<file path="config.mk">
export PLATFORM = sky130hd
export DESIGN_NAME = serial_alu_seq
export DESIGN_NICKNAME = d
export VERILOG_FILES = /design/src/rtl/serial_alu_seq.sv
export SDC_FILE = /design/constraint.sdc
export NUM_CORES = 1
export LEC_CHECK = 0
export CORE_ASPECT_RATIO = 1.5
export CORE_MARGIN = 2
export CORE_UTILIZATION = 27
export DETAILED_ROUTE_END_ITERATION = 10
export SYNTH_ARGS = -nofsm -noshare
export SYNTH_HDL_FRONTEND = slang
export SYNTH_SLANG_ARGS = --single-unit
</file>
<file path="constraint.sdc">
create_clock -name clk -period 2.4 [get_ports clk]
set_input_delay 0.72 -clock clk [delete_from_list [all_inputs] [get_ports clk]]
set_output_delay 0.72 -clock clk [all_outputs]
set_load 0.02 [all_outputs]
</file>
<file path="src/rtl/serial_alu_seq.sv">
// Bit-serial ALU sequencer: drives one external 1-bit ALU slice LSB first and collects the result.
// Optional macro SERIAL_ALU_OVF_EN enables the signed-overflow flag; otherwise overflow is tied to 0.
module serial_alu_seq #(
  parameter int WIDTH = 8
) (
  input  logic             clk,
  input  logic             rst,
  input  logic             start,
  input  logic [WIDTH-1:0] a,
  input  logic [WIDTH-1:0] b,
  input  logic [5:0]       funct,
  output logic [5:0]       slice_sel,
  output logic             slice_a,
  output logic             slice_b,
  output logic             slice_cin,
  output logic             slice_less,
  input  logic             slice_out,
  input  logic             slice_cout,
  output logic             busy,
  output logic             done,
  output logic [WIDTH-1:0] result,
  output logic             zero,
  output logic             err,
  output logic             overflow
);

  localparam int IW = (WIDTH > 1) ? $clog2(WIDTH) : 1;
  localparam logic [IW-1:0] LAST_IDX = IW'(WIDTH - 1);

  localparam logic [5:0] F_ADD = 6'd32;
  localparam logic [5:0] F_SUB = 6'd34;
  localparam logic [5:0] F_AND = 6'd36;
  localparam logic [5:0] F_OR  = 6'd37;
  localparam logic [5:0] F_SLT = 6'd42;

  typedef enum logic [1:0] {IDLE, RUN, SLTFIX, DONE} state_t;

  state_t           state_reg;
  logic [WIDTH-1:0] a_reg;
  logic [WIDTH-1:0] b_reg;
  logic [WIDTH-1:0] result_reg;
  logic [WIDTH-1:0] result_next;
  logic [5:0]       funct_reg;
  logic [IW-1:0]    idx_reg;
  logic             carry_reg;
  logic             msb_sum_reg;
  logic             cin_msb_reg;
  logic             busy_reg;
  logic             done_reg;
  logic             zero_reg;
  logic             err_reg;
  logic             inv;
  logic             last_bit;
  logic             start_legal;

  assign start_legal = (funct == F_ADD) || (funct == F_SUB) || (funct == F_AND) ||
                       (funct == F_OR)  || (funct == F_SLT);
  assign inv      = (funct_reg == F_SUB) || (funct_reg == F_SLT);
  assign last_bit = (idx_reg == LAST_IDX);

  // Slice drive is decoded purely from registered state, so it is stable for the whole cycle.
  always_comb begin
    slice_sel  = 6'd0;
    slice_a    = 1'b0;
    slice_b    = 1'b0;
    slice_cin  = 1'b0;
    slice_less = 1'b0;
    case (state_reg)
      RUN: begin
        slice_sel = (funct_reg == F_SLT) ? F_SUB : funct_reg;
        slice_a   = a_reg[idx_reg];
        slice_b   = b_reg[idx_reg] ^ inv;
        slice_cin = carry_reg;
      end
      SLTFIX: begin
        // carry_reg now holds the MSB carry-out; less is the overflow-corrected sign.
        slice_sel  = F_SLT;
        slice_a    = a_reg[0];
        slice_b    = ~b_reg[0];
        slice_less = msb_sum_reg ^ (cin_msb_reg ^ carry_reg);
      end
      default: ;
    endcase
  end

  always_comb begin
    result_next          = result_reg;
    result_next[idx_reg] = slice_out;
  end

  always_ff @(posedge clk) begin
    if (rst) begin
      state_reg   <= IDLE;
      a_reg       <= '0;
      b_reg       <= '0;
      funct_reg   <= 6'd0;
      idx_reg     <= '0;
      carry_reg   <= 1'b0;
      msb_sum_reg <= 1'b0;
      cin_msb_reg <= 1'b0;
      result_reg  <= '0;
      busy_reg    <= 1'b0;
      done_reg    <= 1'b0;
      zero_reg    <= 1'b0;
      err_reg     <= 1'b0;
    end else begin
      done_reg <= 1'b0;
      case (state_reg)
        IDLE: begin
          if (start) begin
            if (start_legal) begin
              a_reg     <= a;
              b_reg     <= b;
              funct_reg <= funct;
              idx_reg   <= '0;
              carry_reg <= (funct == F_SUB) || (funct == F_SLT);
              err_reg   <= 1'b0;
              busy_reg  <= 1'b1;
              state_reg <= RUN;
            end else begin
              result_reg <= '0;
              zero_reg   <= 1'b1;
              err_reg    <= 1'b1;
              done_reg   <= 1'b1;
              state_reg  <= DONE;
            end
          end
        end
        RUN: begin
          result_reg <= result_next;
          carry_reg  <= slice_cout;
          idx_reg    <= idx_reg + 1'b1;
          if (last_bit) begin
            msb_sum_reg <= slice_out;
            cin_msb_reg <= carry_reg;
            if (funct_reg == F_SLT) begin
              state_reg <= SLTFIX;
            end else begin
              busy_reg  <= 1'b0;
              done_reg  <= 1'b1;
              zero_reg  <= (result_next == '0);
              state_reg <= DONE;
            end
          end
        end
        SLTFIX: begin
          result_reg <= {{(WIDTH-1){1'b0}}, slice_out};
          zero_reg   <= ~slice_out;
          busy_reg   <= 1'b0;
          done_reg   <= 1'b1;
          state_reg  <= DONE;
        end
        DONE: begin
          state_reg <= IDLE;
        end
        default: state_reg <= IDLE;
      endcase
    end
  end

`ifdef SERIAL_ALU_OVF_EN
  logic overflow_reg;

  always_ff @(posedge clk) begin
    if (rst) begin
      overflow_reg <= 1'b0;
    end else if (state_reg == IDLE && start && !start_legal) begin
      overflow_reg <= 1'b0;
    end else if (state_reg == RUN && last_bit && funct_reg != F_SLT) begin
      overflow_reg <= ((funct_reg == F_ADD) || (funct_reg == F_SUB)) & (carry_reg ^ slice_cout);
    end else if (state_reg == SLTFIX) begin
      overflow_reg <= cin_msb_reg ^ carry_reg;
    end
  end

  assign overflow = overflow_reg;
`else
  assign overflow = 1'b0;
`endif

  assign busy   = busy_reg;
  assign done   = done_reg;
  assign result = result_reg;
  assign zero   = zero_reg;
  assign err    = err_reg;

endmodule

</file>
Fig. 1: run 1, where the registers sit
Scale bar: 20 um. Other sequential cells in the stronger grey, the rest of the logic in the fainter grey.
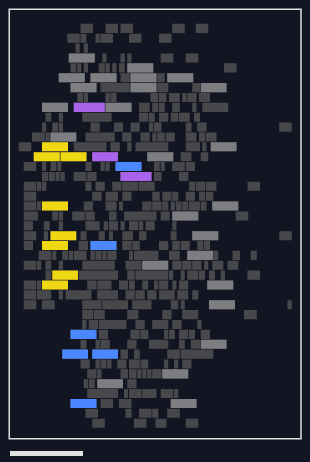
- yellow: a_reg (sequential cells 8; where left middle)
- blue: funct_reg (sequential cells 6)
- purple: idx_reg (sequential cells 3)
proportion of cell area occupied by registers: 25.0%
sequential power: 804 uW
Core Util, Final: 40.4%
total area of sequential cells: 848 um^2

Fig. 2: run 1, wires at chosen ports, followed through buffers
Scale bar: 20 um.
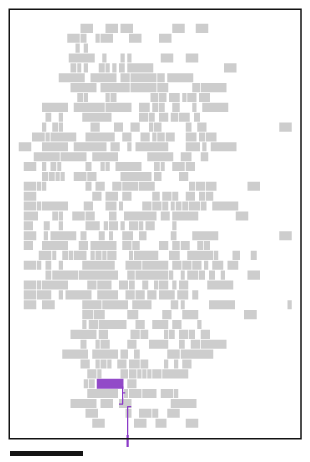
- purple: err (bits 1; direction output; edge bottom; end cells 1; wire 15.6 um)
Port-buffer cells: 48
I/O pins: 50

Fig. 3: run 1, wiring by layer
Two of the layers only.
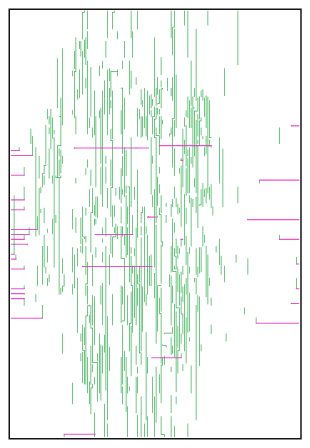
- magenta: metal 3 (wire length 193 um)
- green: metal 2 (wire length 3350 um)
via count: 2214
Global Route Usage Sum: 13.7%
routed wire length: 6180 um
detail-routed net length per standard cell: 13.3 um

==> run summary, run 1 <==
Notes on the flow outputs.

- The netlist area before placement reads 2340 um^2.
- The final worst-path cycle share reads 105%.
- Among logic cells in the layout, the one with the most instances is sky130_fd_sc_hd__nand2_1.
- The final net count reads 392.
- The CTS tree is yes.
- The count of final setup violators is 1.
- The met2 wire length is 3350 um.
- The overflow left after global routing is 0.
- The checks that failed: negative setup slack.
- The flow ran to the end, but the final reports show violations.
- The met2 track utilization from global routing is 25.2%.
- The number of buffers added to fix hold violations after cts is 0.
- The number of cells reported by Yosys stat comes to 285.
- The launch point of the worst hold path is err.
- The number of placed instances, taps included is 458.
- The critical path in the final layout is reported with a setup slack of -0.131 ns.
- The total of fill cells in the finished design reads 895.
- Per the final layout report, the fraction of cells sized above drive strength 1 comes to 21.4%.
- The total iterations of the first detailed-routing run is 4.
- The first global-routing pass estimated 10100 um of wire.
Fig. 4: run 1, M1 wires
Scale bar: 20 um. Supply wires on this layer in grey.
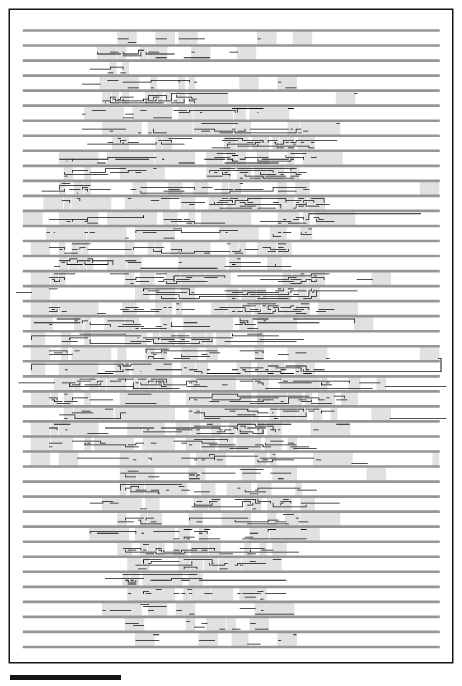

==> run 1 -> run 2 <==
--- a/config.mk
+++ b/config.mk
@@ -5,10 +5,13 @@
 export SDC_FILE = /design/constraint.sdc
 export NUM_CORES = 1
 export LEC_CHECK = 0
+export ABC_AREA = 1
 export CORE_ASPECT_RATIO = 1.5
 export CORE_MARGIN = 2
 export CORE_UTILIZATION = 27
 export DETAILED_ROUTE_END_ITERATION = 10
+export MAX_ROUTING_LAYER = met4
+export SLEW_MARGIN = 15
 export SYNTH_ARGS = -nofsm -noshare
 export SYNTH_HDL_FRONTEND = slang
 export SYNTH_SLANG_ARGS = --single-unit
Fig. 5: run 2, M1 wires
Scale bar: 20 um. Supply wires on this layer in grey.
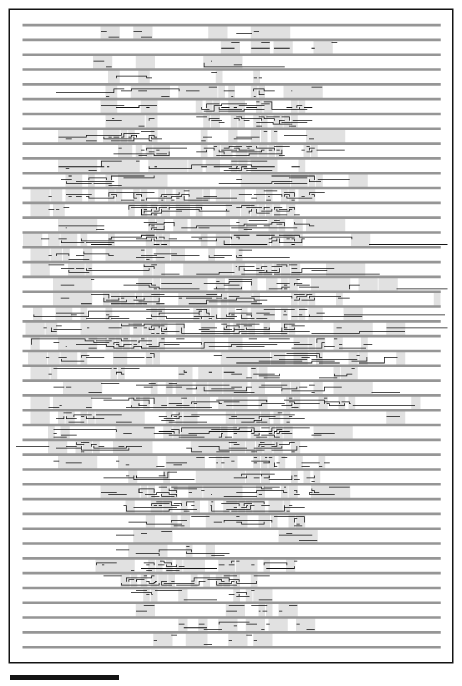
- wire length on this layer: 2720 um
- main direction: horizontal
- nets with wire on the layer: 429
- longest straight run: 20.2 um
met1 Resource Use GR: 15.8%
via count: 2509

==> run summary, run 2 <==
Notes on the flow outputs.

- Result of the run: finished, final reports clean (was complete, but fails checks).
- The netlist area before placement is 2410 um^2 (was 2340 um^2).
- The aggregate routed wire length is 6620 um (was 6180 um).
- The number of buffers added to fix hold violations after cts was 0 (unchanged).
- The count of final setup violators is 0 (was 1).
- The top-level I/O count is 50 (unchanged).
- The launch point of the worst hold path is funct_reg[0] (was err).
- The first-pass GRT wire length is 10900 um (was 10100 um).
- The mean routed wirelength per cell is 11.9 um (was 13.3 um).
- The total iterations of the first detailed-routing run is 4 (unchanged).
- The final net count reads 477 (was 392).
- The most instantiated logic cell after routing reads sky130_fd_sc_hd__nand2_1 (unchanged).
- The total of fill cells in the finished design is 930 (was 895).
- The number of placed instances, taps included reads 546 (was 458).
- The CTS tree is yes (unchanged).
- The share of the core filled with cells is 38.2% (was 40.4%).
- The power in sequential cells reads 890 uW (was 804 uW).
- The met2 track utilization from global routing reads 26.4% (was 25.2%).
- The worst flop-to-flop path startpoint reads idx_reg[1] (unchanged).
- The sequential cell area in the final layout reads 845 um^2 (was 848 um^2).
- The share of the final layout cell area in sequential cells is 25.2% (was 25.0%).
- The cell count listed in synth_stat.txt is 368 (was 285).
- The number of buffers inserted by port buffering reads 48 (unchanged).
- The met2 wire length reads 3570 um (was 3350 um).
- The total routing usage reported by global routing was 14.6% (was 13.7%).
- The final setup slack of the worst path is 0.0908 ns (was -0.131 ns).
Fig. 6: run 2, wires at chosen ports, followed through buffers
Scale bar: 20 um.
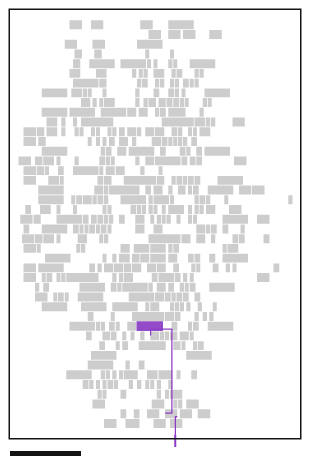
- purple: err (bits 1; direction output; edge bottom; end cells 1; wire 39.0 um)

No activity file was given, so power comes from the tool's default toggle rates.
